===== src/rtl/reg_file_2r1w.sv =====
// Two-read, one-write register file. Register 0 always reads as zero. A reset loads each register with its own index.
// Define REG_FILE_BYPASS_EN to forward write data to the read ports before the clock edge.
module reg_file_2r1w #(
    parameter int DATA_WIDTH = 32,
    parameter int ADDR_WIDTH = 5
) (
    input  logic [ADDR_WIDTH-1:0] read_reg_num1,
    input  logic [ADDR_WIDTH-1:0] read_reg_num2,
    input  logic [ADDR_WIDTH-1:0] write_reg,
    input  logic [DATA_WIDTH-1:0] write_data,
    output logic [DATA_WIDTH-1:0] read_data1,
    output logic [DATA_WIDTH-1:0] read_data2,
    input  logic                  regwrite,
    input  logic                  clock,
    input  logic                  reset
);

    localparam int NREGS = 2 ** ADDR_WIDTH;

    logic [DATA_WIDTH-1:0] regs [NREGS];

    // Slot 0 is never written, and the read muxes mask it.
    // Resetting slot 0 keeps every element driven.
    always_ff @(posedge clock) begin
        if (reset) begin
            for (int i = 0; i < NREGS; i++)
                regs[i] <= DATA_WIDTH'(i);
        end else if (regwrite && write_reg != '0) begin
            regs[write_reg] <= write_data;
        end
    end

`ifdef REG_FILE_BYPASS_EN
    logic fwd_en;
    assign fwd_en = regwrite && !reset && (write_reg != '0);

    assign read_data1 = (read_reg_num1 == '0) ? '0 :
                        (fwd_en && read_reg_num1 == write_reg) ? write_data : regs[read_reg_num1];
    assign read_data2 = (read_reg_num2 == '0) ? '0 :
                        (fwd_en && read_reg_num2 == write_reg) ? write_data : regs[read_reg_num2];
`else
    assign read_data1 = (read_reg_num1 == '0) ? '0 : regs[read_reg_num1];
    assign read_data2 = (read_reg_num2 == '0) ? '0 : regs[read_reg_num2];
`endif

endmodule


===== config.mk =====
export PLATFORM = sky130hd
export DESIGN_NAME = reg_file_2r1w
export DESIGN_NICKNAME = d
export VERILOG_FILES = /design/src/rtl/reg_file_2r1w.sv
export SDC_FILE = /design/constraint.sdc
export NUM_CORES = 2
export LEC_CHECK = 0
export CORE_AREA = 8 8 291 363
export CTS_CLUSTER_DIAMETER = 120
export CTS_CLUSTER_SIZE = 25
export DETAILED_ROUTE_END_ITERATION = 10
export DIE_AREA = 0 0 299 371
export PLACE_DENSITY = 0.69
export SLEW_MARGIN = 10
export SYNTH_ARGS = -nofsm -noshare
export SYNTH_HDL_FRONTEND = slang
export SYNTH_SLANG_ARGS = --single-unit

===== constraint.sdc =====
create_clock -name clock -period 3 [get_ports clock]
set_clock_uncertainty 0.15 [all_clocks]
set_input_delay 0.3 -clock clock [delete_from_list [all_inputs] [get_ports clock]]
set_output_delay 0.3 -clock clock [all_outputs]
set_load 0.01 [all_outputs]

Fig. 1: routed metal, one colour a layer
Scale bar: 100 um. Only two layers are drawn.
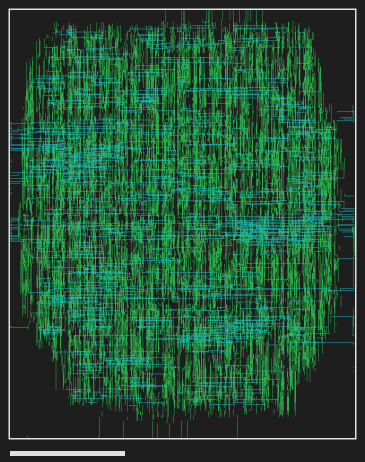
Cyan is met3, wire length 19300 um. Green is met2, wire length 88.4 mm.
Global Route Usage Sum: 0.327
average wire per cell in the routed design: 36.2 um

Fig. 2: a small window of the routed layout
Scale bar: 20 um. Window x 50 to 100, y 68 to 118 um. Cells in grey, sequential cells in the stronger grey; small squares are vias.
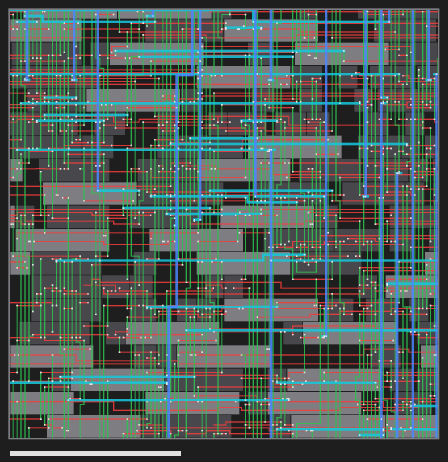
Green is met2. Cyan is met3. Blue is met4. Red is met1.
Sequential cells in the window: 27. Netlist names of flops here include regs (27). 118 logic cells have their middle in the window. Most frequent: edfxtp_1 (27), and2_1 (23), buf_4 (17).

Fig. 3: cell placement
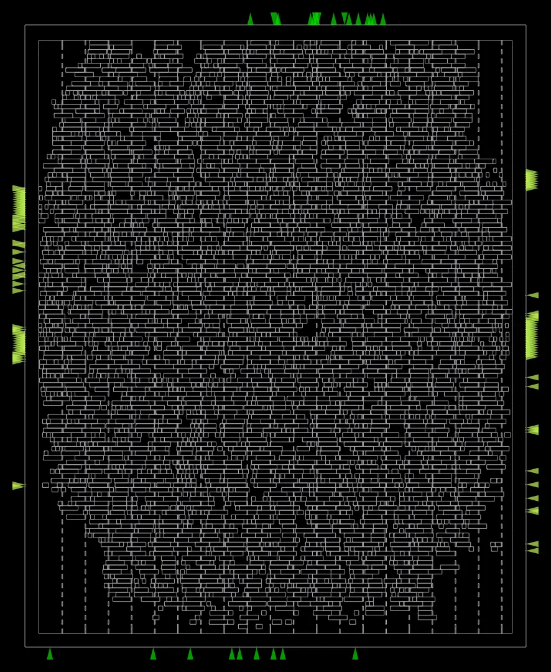
share of cell area taken by flip-flops and latches: 0.487
share of the core filled with cells: 0.632
fill cell instance count of the final layout: 7139

==> impl_metrics.ini <==
; implementation run metrics
[run_status]
result_of_the_run = complete, but fails checks
failed_checks = setup timing

[layout]
register_area_um2 = 30700
drive_gt1_frac = 0.355
finalNonFillerCells = 5101
signal_buffers = 579
largest_register_ff_count = 1024
insertedDiodeCount = 6
reg.largest.list = regs (1024)
final-comb-area_um2 = 23700
final-nonclk-buf-share = 0.0916
num-nonclk-inverters = 2
finalNetCount = 3823
clkbuf_count = 50
flop-count = 1024
dominant_cells = sequential cells
syn_to_final_growth_pct = 16.2
largest-register = regs
design_area_um2 = 63100
combAreaFraction = 0.375
multi_input_comb_cells = 2120
clk_cell_area_share = 0.0195
lay_top_count = sky130_fd_sc_hd__edfxtp_1
lay_top_cells = sky130_fd_sc_hd__edfxtp_1, sky130_fd_sc_hd__and2_1, sky130_fd_sc_hd__mux4_2, sky130_fd_sc_hd__buf_4, sky130_fd_sc_hd__mux2i_1

[power_and_ir_drop]
power.largest_group = registers
sequentialPowerShare = 0.572
powerComb_uw = 5320
cell_internal_pwr_uw = 21900
fin_total_pwr_uw = 29700
peakVddDrop_mv = 0.491
power_leakage_uw = 0.0218
power_frac_comb = 0.179
power.net_switching_uw = 7780
pg_clk_uw = 7380
power_switching_share = 0.262
flop_latch_power_uw = 17000
p_per_area_nw_per_um2 = 470
clockPowerShare = 0.249

[sta]
max_freq_ghz = 0.318
max_slew_margin = 0.240
post-route-min-period_ns = 3.14
fin_worst_setup_slack_ns = -0.140
worst_pin_slew_ns = 1.14
hold_slack_ns = 0.0683
timing.final.crit_share = 1.05
unrepaired_setup_endpoints_after_global_routing = true
hold_violations = 0
final-max-slew-violation-count = 0
finalSetupTns_ns = -1.84
finalSetupViolCount = 31

[yosys]
ff_type = sky130_fd_sc_hd__edfxtp_1
post_synth_tally_of_flip_flops_with_integrated_enable = 1024
post_synth_mux_area_share = 0.230
yosys_cells = 3518
ys_types = 45
most_popular_library_cell_in_the_synthesized_design_by_count = sky130_fd_sc_hd__edfxtp_1
synth-adder-area-share = 0
yosys.area_share.xor_xnor = 0
synth-simple-area-share = 0.133
portion_of_the_post_synthesis_area_used_by_sequential_elements = 0.566
ys.warnings.count = 0
top_area_frac = 0.566
largest_non_sequential_cell_family_by_area = multiplexers
ys.flops = 1024
syn-mean-instance-area_um2 = 15.4
yosys.area.top_type = sky130_fd_sc_hd__edfxtp_1
cells_after_synth = 3518
post_synth_ao_oa_area_fraction = 0.0365
synth-async-reset-ratio = 0
common_cells = sky130_fd_sc_hd__edfxtp_1, sky130_fd_sc_hd__and2_1, sky130_fd_sc_hd__mux4_2
ys_area_um2 = 54300
yosys-top-cells-area = sky130_fd_sc_hd__edfxtp_1, sky130_fd_sc_hd__mux4_2, sky130_fd_sc_hd__and2_1
synth_area_um2 = 54300

[clock_tree]
cts_bufs_inserted = 46
post-cts-setup-buffers = 38
buffer_levels_on_the_longest_clock_path = 3
holdBufCountCts = 0
h-tree-depth = 2
clock_sink_count = 1024
post_cts.resized_instances = 519
path_clk_slew_ns = 0.11
cts.root.buffer_cell = sky130_fd_sc_hd__clkbuf_16
clock_tree_from_tritoncts = done

[place]
gp_congestion = 0.938
hpwlAfterDp_um = 121000
numPlacedInstances = 5041
port-buffer-count = 113
placed_area_um2 = 60200
preCtsSetupSlack_ns = -0.965

[die]
core_area_um2 = 99900
chip_area_um2 = 111000
core_util_floorplan = 0.544
top_level_ports = 114
tapcell.inserted = 1320
rows = 130
die_h_um = 371
dieWidth_um = 299

[grt]
grt_first_pass_wirelength_um = 261000
met1_capacity_usage_during_global_routing = 0.411
grt_most_used_layer = met2
grt_max_degree = 64
grt_overflow = 0
grt_use_met2 = 0.528
grt_antenna_before_repair = 10
globalRouteMet3Util = 0.0581
grt_pass1_vias = 37300

[routing]
routed_via_density = 7.03
dr.max_layer_used = met5
firstDrtPassIters = 6
met2_length_um = 88400
routed_wire_length_um = 184000
m1WireLength_um = 63500
drtIter0Drc = 4870
met3_wirelength_um = 19300
antenna_violation_net_count_after_detailed_routing = 0
drc = 0
route.vias.total = 35900

[critical_path]
critical_path.endpoint = read_data2[10]
worst-path-stages = 6
crit_path_end_kind = output pin
max_stage_delay_ns = 0.46
critical_path_arrival_ns = 2.69
critical-path-slowest-cell = sky130_fd_sc_hd__mux4_2
setup.worst_path.start = regs[24][10]$_SDFFCE_PN0P_
crit_fanout = 2
worst_path_bufs_invs = 2
cp-start-kind = flop
crit_family = AND-OR/OR-AND gates
worstPathCellList = buf_4 > mux4_2 > a22o_1 > a2111oi_4 > nor3_2 > buf_2
critical_path_class = reg -> out
crit_required_ns = 2.55

[flow_run]
max_cap_viols = 0
stage_log_warnings = 29

[hold_path]
worst_hold_path.endpoint = regs[0][0]$_SDFFCE_PN0P_
hold_path.class = in -> reg
worstHoldPathCells = 2
worstHoldStart = reset
